**Clock nets**

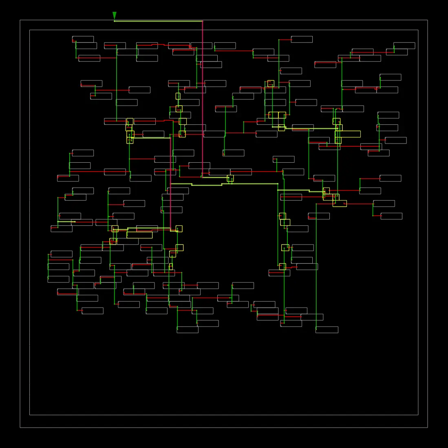
**Clock distribution**

Scale bar: 50 um.
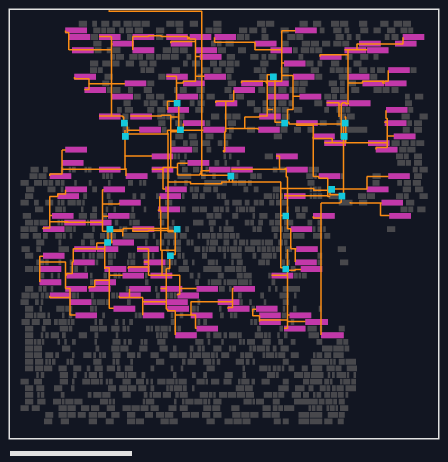
**Metal 4**

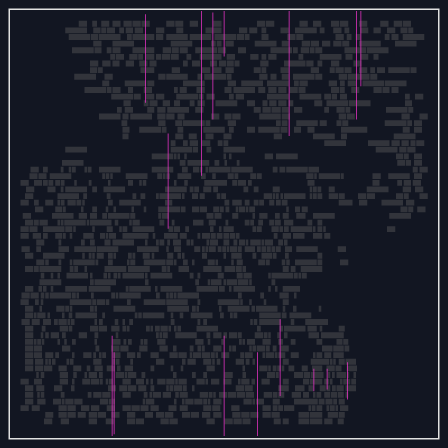
<file path="config.mk">
export PLATFORM = sky130hd
export DESIGN_NAME = trig_lut_scheduler_flat
export DESIGN_NICKNAME = d
export VERILOG_FILES = /design/src/rtl/trig_lut_scheduler_pkg.sv /design/src/rtl/trig_lut_scheduler_if.sv /design/src/rtl/trig_rr_arbiter.sv /design/src/rtl/trig_lut_scheduler.sv /design/src/flat_wrapper.sv
export SDC_FILE = /design/constraint.sdc
export NUM_CORES = 1
export LEC_CHECK = 0
export CORE_MARGIN = 4
export CORE_UTILIZATION = 30
export CTS_BUF_LIST = sky130_fd_sc_hd__clkbuf_4
export CTS_CLUSTER_DIAMETER = 50
export DETAILED_ROUTE_END_ITERATION = 6
export GPL_ROUTABILITY_DRIVEN = 0
export SLEW_MARGIN = 15
export SYNTH_ARGS = -nofsm -noshare
export SYNTH_HDL_FRONTEND = slang
export SYNTH_HIERARCHICAL = 1
export SYNTH_SLANG_ARGS = --single-unit
</file>
<file path="constraint.sdc">
create_clock -name clk -period 6.5 [get_ports clk]
set_input_delay 1.3 -clock clk [delete_from_list [all_inputs] [get_ports clk]]
set_output_delay 1.3 -clock clk [all_outputs]
set_load 0.01 [all_outputs]
</file>
<file path="src/rtl/trig_lut_scheduler_pkg.sv">
// Shared types and constants for the trig LUT scheduler: function codes,
// FSM state encoding, angle/result widths and the LUT one-hot enable helper.
package trig_lut_scheduler_pkg;

  localparam int DATA_WIDTH = 32;
  localparam int DFPU_WIDTH = 2 * DATA_WIDTH;

  localparam logic [1:0] FUNC_SIN = 2'd0;
  localparam logic [1:0] FUNC_COS = 2'd1;
  localparam logic [1:0] FUNC_TAN = 2'd2;
  localparam logic [1:0] FUNC_COT = 2'd3;

  typedef enum logic [2:0] {
    ST_IDLE   = 3'd0,
    ST_REDUCE = 3'd1,
    ST_ISSUE  = 3'd2,
    ST_WAIT   = 3'd3,
    ST_RESP   = 3'd4
  } state_e;

  // LUT enable bit order is {cot, tan, cos, sin}
  function automatic logic [3:0] func_onehot(input logic [1:0] func);
    logic [3:0] en;
    en = 4'b0000;
    case (func)
      FUNC_SIN: en = 4'b0001;
      FUNC_COS: en = 4'b0010;
      FUNC_TAN: en = 4'b0100;
      FUNC_COT: en = 4'b1000;
      default:  en = 4'b0000;
    endcase
    return en;
  endfunction

endpackage

</file>
<file path="src/rtl/trig_lut_scheduler_if.sv">
// Requester/response bus between the calculator front-end (master) and the
// trig LUT scheduler (slave).
interface trig_lut_scheduler_if #(
  parameter int NUM_REQ = 4
);
  import trig_lut_scheduler_pkg::*;

  localparam int ID_W = $clog2(NUM_REQ);

  // Handshake: a transfer happens on a rising edge where valid && ready.
  // valid must not depend on ready; ready may depend on valid. The
  // scheduler raises at most one req_ready bit and holds resp_* stable
  // until resp_ready.
  logic [NUM_REQ-1:0]            req_valid;
  logic [NUM_REQ-1:0]            req_ready;
  logic [2*NUM_REQ-1:0]          req_func;
  logic [DATA_WIDTH*NUM_REQ-1:0] req_angle;
  logic                          resp_valid;
  logic                          resp_ready;
  logic [ID_W-1:0]               resp_id;
  logic                          resp_err;
  logic [DFPU_WIDTH-1:0]         resp_data;

  modport master (
    output req_valid, req_func, req_angle, resp_ready,
    input  req_ready, resp_valid, resp_id, resp_err, resp_data
  );

  modport slave (
    input  req_valid, req_func, req_angle, resp_ready,
    output req_ready, resp_valid, resp_id, resp_err, resp_data
  );

endinterface

</file>
<file path="src/rtl/trig_rr_arbiter.sv">
// Round-robin arbiter: grants the first valid requester at or after the
// pointer, wrapping around; grant is one-hot or zero.
module trig_rr_arbiter #(
  parameter int NUM_REQ = 4,
  parameter int PTR_W   = 2
) (
  input  logic [NUM_REQ-1:0] valid_i,
  input  logic [PTR_W-1:0]   ptr_i,
  output logic [NUM_REQ-1:0] grant_o
);

  int best;

  function automatic int rr_dist(input int idx, input int ptr);
    return (idx >= ptr) ? (idx - ptr) : (idx + NUM_REQ - ptr);
  endfunction

  // Smallest wrapped distance from the pointer wins
  always_comb begin
    best    = NUM_REQ;
    grant_o = '0;
    for (int i = 0; i < NUM_REQ; i++) begin
      if (valid_i[i] && (rr_dist(i, int'(ptr_i)) < best)) begin
        best = rr_dist(i, int'(ptr_i));
      end
    end
    for (int i = 0; i < NUM_REQ; i++) begin
      if (valid_i[i] && (rr_dist(i, int'(ptr_i)) == best)) begin
        grant_o[i] = 1'b1;
      end
    end
  end

endmodule

</file>
<file path="src/rtl/trig_lut_scheduler.sv">
// Shares one bank of degree-indexed trig LUTs among NUM_REQ requesters.
// Optional 1-entry result cache enabled by defining TRIG_SCHED_CACHE_EN.
module trig_lut_scheduler
  import trig_lut_scheduler_pkg::*;
#(
  parameter int NUM_REQ     = 4,
  parameter int LUT_LATENCY = 1
) (
  input  logic                  clk,
  input  logic                  reset,
  trig_lut_scheduler_if.slave   bus,
  output logic [3:0]            lut_en,
  output logic [1:0]            lut_quadrant,
  output logic [DATA_WIDTH-1:0] lut_angle,
  input  logic [DFPU_WIDTH-1:0] lut_data,
  output state_e                state_dbg_o
);

  localparam int ID_W = $clog2(NUM_REQ);

  state_e                state_q, state_d;
  logic [1:0]            func_q, func_d;
  logic [DATA_WIDTH-1:0] angle_q, angle_d;
  logic [ID_W-1:0]       id_q, id_d;
  logic [ID_W-1:0]       ptr_q, ptr_d;
  logic [1:0]            quad_q, quad_d;
  logic [DATA_WIDTH-1:0] red_q, red_d;
  logic                  err_q, err_d;
  logic [DFPU_WIDTH-1:0] data_q, data_d;
  logic [1:0]            cnt_q, cnt_d;

  logic [NUM_REQ-1:0]    grant;
  logic [ID_W-1:0]       grant_id;
  logic [1:0]            quad_r;
  logic [DATA_WIDTH-1:0] red_r;
  logic                  range_err;
  logic                  wait_done;
  logic                  hit;
  logic [DFPU_WIDTH-1:0] cache_data;

  trig_rr_arbiter #(.NUM_REQ(NUM_REQ), .PTR_W(ID_W)) u_arb (
    .valid_i (bus.req_valid),
    .ptr_i   (ptr_q),
    .grant_o (grant)
  );

  always_comb begin
    grant_id = '0;
    for (int i = 0; i < NUM_REQ; i++) begin
      if (grant[i]) grant_id = ID_W'(i);
    end
  end

  // Quadrant split by comparison and a single subtract
  always_comb begin
    quad_r    = 2'd0;
    red_r     = angle_q;
    range_err = 1'b0;
    if (angle_q >= DATA_WIDTH'(360)) begin
      range_err = 1'b1;
    end else if (angle_q >= DATA_WIDTH'(270)) begin
      quad_r = 2'd3;
      red_r  = angle_q - DATA_WIDTH'(270);
    end else if (angle_q >= DATA_WIDTH'(180)) begin
      quad_r = 2'd2;
      red_r  = angle_q - DATA_WIDTH'(180);
    end else if (angle_q >= DATA_WIDTH'(90)) begin
      quad_r = 2'd1;
      red_r  = angle_q - DATA_WIDTH'(90);
    end
  end

  assign wait_done = (state_q == ST_WAIT) && (cnt_q == 2'(LUT_LATENCY - 1));

`ifdef TRIG_SCHED_CACHE_EN
  logic                  c_valid_q;
  logic [1:0]            c_func_q;
  logic [DATA_WIDTH-1:0] c_angle_q;
  logic [DFPU_WIDTH-1:0] c_data_q;

  always_ff @(posedge clk or posedge reset) begin
    if (reset) begin
      c_valid_q <= 1'b0;
      c_func_q  <= '0;
      c_angle_q <= '0;
      c_data_q  <= '0;
    end else if (wait_done) begin
      c_valid_q <= 1'b1;
      c_func_q  <= func_q;
      c_angle_q <= angle_q;
      c_data_q  <= lut_data;
    end
  end

  assign hit        = c_valid_q && (c_func_q == func_q) && (c_angle_q == angle_q);
  assign cache_data = c_data_q;
`else
  assign hit        = 1'b0;
  assign cache_data = '0;
`endif

  always_ff @(posedge clk or posedge reset) begin
    if (reset) begin
      state_q <= ST_IDLE;
      func_q  <= '0;
      angle_q <= '0;
      id_q    <= '0;
      ptr_q   <= '0;
      quad_q  <= '0;
      red_q   <= '0;
      err_q   <= 1'b0;
      data_q  <= '0;
      cnt_q   <= '0;
    end else begin
      state_q <= state_d;
      func_q  <= func_d;
      angle_q <= angle_d;
      id_q    <= id_d;
      ptr_q   <= ptr_d;
      quad_q  <= quad_d;
      red_q   <= red_d;
      err_q   <= err_d;
      data_q  <= data_d;
      cnt_q   <= cnt_d;
    end
  end

  always_comb begin
    state_d       = state_q;
    func_d        = func_q;
    angle_d       = angle_q;
    id_d          = id_q;
    ptr_d         = ptr_q;
    quad_d        = quad_q;
    red_d         = red_q;
    err_d         = err_q;
    data_d        = data_q;
    cnt_d         = cnt_q;
    bus.req_ready = '0;
    unique case (state_q)
      ST_IDLE: begin
        bus.req_ready = reset ? '0 : grant;
        if (|grant) begin
          func_d  = bus.req_func[2*int'(grant_id) +: 2];
          angle_d = bus.req_angle[DATA_WIDTH*int'(grant_id) +: DATA_WIDTH];
          id_d    = grant_id;
          state_d = ST_REDUCE;
        end
      end
      ST_REDUCE: begin
        quad_d = quad_r;
        red_d  = red_r;
        err_d  = range_err;
        cnt_d  = '0;
        if (range_err) begin
          data_d  = '0;
          state_d = ST_RESP;
        end else if (hit) begin
          data_d  = cache_data;
          state_d = ST_RESP;
        end else begin
          state_d = ST_ISSUE;
        end
      end
      ST_ISSUE: state_d = ST_WAIT;
      ST_WAIT: begin
        if (wait_done) begin
          data_d  = lut_data;
          state_d = ST_RESP;
        end else begin
          cnt_d = cnt_q + 2'd1;
        end
      end
      ST_RESP: begin
        if (bus.resp_ready) begin
          state_d = ST_IDLE;
          ptr_d   = (id_q == ID_W'(NUM_REQ - 1)) ? '0 : id_q + ID_W'(1);
        end
      end
      default: state_d = ST_IDLE;
    endcase
  end

  // Outputs are decoded from state so an async reset clears them at once
  assign lut_en         = (state_q == ST_ISSUE) ? func_onehot(func_q) : 4'b0000;
  assign lut_quadrant   = ((state_q == ST_ISSUE) || (state_q == ST_WAIT)) ? quad_q : 2'd0;
  assign lut_angle      = ((state_q == ST_ISSUE) || (state_q == ST_WAIT)) ? red_q : '0;
  assign bus.resp_valid = (state_q == ST_RESP);
  assign bus.resp_id    = (state_q == ST_RESP) ? id_q : '0;
  assign bus.resp_err   = (state_q == ST_RESP) ? err_q : 1'b0;
  assign bus.resp_data  = (state_q == ST_RESP) ? data_q : '0;
  assign state_dbg_o    = state_q;

endmodule
</file>
<file path="src/flat_wrapper.sv">
// flat-port wrapper written by rule: the top's interface ports become plain ports
module trig_lut_scheduler_flat import trig_lut_scheduler_pkg::*;
#(
  parameter int NUM_REQ     = 4,
  parameter int LUT_LATENCY = 1
)
  (clk, reset, lut_en, lut_quadrant, lut_angle, lut_data, state_dbg_o, bus_req_valid, bus_req_func, bus_req_angle, bus_resp_ready, bus_req_ready, bus_resp_valid, bus_resp_id, bus_resp_err, bus_resp_data);
  trig_lut_scheduler_if #(.NUM_REQ(NUM_REQ)) bus_i ();
  input  logic clk;
  input  logic reset;
  output logic [3:0] lut_en;
  output logic [1:0] lut_quadrant;
  output logic [DATA_WIDTH-1:0] lut_angle;
  input  logic [DFPU_WIDTH-1:0] lut_data;
  output state_e state_dbg_o;
  input wire logic [$bits(bus_i.req_valid)-1:0] bus_req_valid;
  input wire logic [$bits(bus_i.req_func)-1:0] bus_req_func;
  input wire logic [$bits(bus_i.req_angle)-1:0] bus_req_angle;
  input wire logic [$bits(bus_i.resp_ready)-1:0] bus_resp_ready;
  output wire logic [$bits(bus_i.req_ready)-1:0] bus_req_ready;
  output wire logic [$bits(bus_i.resp_valid)-1:0] bus_resp_valid;
  output wire logic [$bits(bus_i.resp_id)-1:0] bus_resp_id;
  output wire logic [$bits(bus_i.resp_err)-1:0] bus_resp_err;
  output wire logic [$bits(bus_i.resp_data)-1:0] bus_resp_data;
  assign bus_i.req_valid = bus_req_valid;
  assign bus_i.req_func = bus_req_func;
  assign bus_i.req_angle = bus_req_angle;
  assign bus_i.resp_ready = bus_resp_ready;
  assign bus_req_ready = bus_i.req_ready;
  assign bus_resp_valid = bus_i.resp_valid;
  assign bus_resp_id = bus_i.resp_id;
  assign bus_resp_err = bus_i.resp_err;
  assign bus_resp_data = bus_i.resp_data;
  trig_lut_scheduler #(.NUM_REQ(NUM_REQ), .LUT_LATENCY(LUT_LATENCY)) u_core (.clk(clk), .reset(reset), .bus(bus_i), .lut_en(lut_en), .lut_quadrant(lut_quadrant), .lut_angle(lut_angle), .lut_data(lut_data), .state_dbg_o(state_dbg_o));
endmodule
</file>
==> summary.txt <==
fresh numbers from the pnr run: status complete, no violations, critical path arrival 4960 ps, Nets 1474, Yosys cell types 72, P_seq 1410 uW, crit path kind register to output pin, Placed Instances 1603, Slew Viols, Final 0, highest clock rate 160 MHz, Iteration-0 DRC Markers 567, CTS tree yes, crit path buf inv count 4, ys cells 955, largest non-sequential cell family by area simple AND/OR/NAND/NOR gates, Post-synth seq share 42.1%, Leak 0.00517 uW, DRC Markers 0, Multi-In Gates 728, dominant logic cell type in the layout clkdlybuf4s50_1, gr ovfl total 0, FF+latch area 0.00356 mm2, WL met1 12000 um, mux share 4.54%, Gates resized, CTS repair 10, hold buffers post-CTS 0, Min-Delay Endpoint u_core/quad_q[0], synthesis-to-finish area growth 47.0%, flop share of the area 28.7%, Design Power 4470 uW, CLK BUF 17, tally of filler cells in the layout 2758, Comb area 0.00459 mm2, Logic pwr share 54.5%, Clock Root Buffer clkbuf_4, Comb/total area 37.0%, setup bufs post-CTS 1, gr usage total 18.4%, WP data required 5200 ps, GRT met3 Usage 3.29%, Post-Syn Area 0.00843 mm2, Die ar. 0.0308 mm2, share of power burned in registers 31.6%, remaining antenna violation count 0, num sequential 142, Post-synth top cells 148 x nor2_1, 142 x dfrtp_1, 113 x a21oi_1, CP peak stage delay 460 ps, drt pass-1 iters 5, Non-Filler Instances 1641, floorplan utilization 30.3%, Post-synth EDFFs 0, CTS Buffer Depth 2, r2r startpoint u_core/ptr_q[1], Syn Nets 1180, Mapped Cells 955, worst-path maximum fanout 6, synth warn 6, Data buffer area share 27.5%, final worst path period need 6260 ps, top cell category multi-input combinational cells, Yosys top cell by area dfrtp_1, Critical R2R Capture u_core/angle_q[27], non-clock buffer count 345
-- 'clock nets' (at the start) --
Clock Latency Late Sink: 550 ps
CTS Buf Count: 17
CTS sink cnt: 142
Clock Skew: 26.4 ps

-- 'clock distribution' (at the start) --
[clock wires] orange | length: 2010 um
[flip-flops] magenta | count: 142
[cells driving clock nets] cyan | count: 17
routed clock nets	18
clock power share: 13.9%
Power Clock: 621 uW

-- 'metal 4' (at the start) --
longest straight run	67.3 um
nets with wire on the layer	16
main direction	vertical

-- sequential cells by signal, indices dropped and copies added (netlist names) --
name and cells:
u_core/angle_q 32, u_core/cnt_q 2, u_core/data_q 64, u_core/err_q 1, u_core/func_q 2, u_core/id_q 2
u_core/ptr_q 2, u_core/quad_q 2, u_core/red_q 32, u_core/state_dbg_o 3
-- per-stage QoR --
stage	hold WS [ps]	utilization, %	setup TNS (ps)	instance area (um2)	worst slack [ps]
3_5_place_dp	464	43.1	-462	12000	-187
2_1_floorplan	438	-	0	8430	533
4_1_cts	495	44.4	0	12300	9.32
3_3_place_gp	463	43.1	-215	12000	-109
5_1_grt	517	44.6	-2.36	12400	-2.36
6_report	498	44.6	0	12400	245
No activity file was given, so power comes from the tool's default toggle rates.
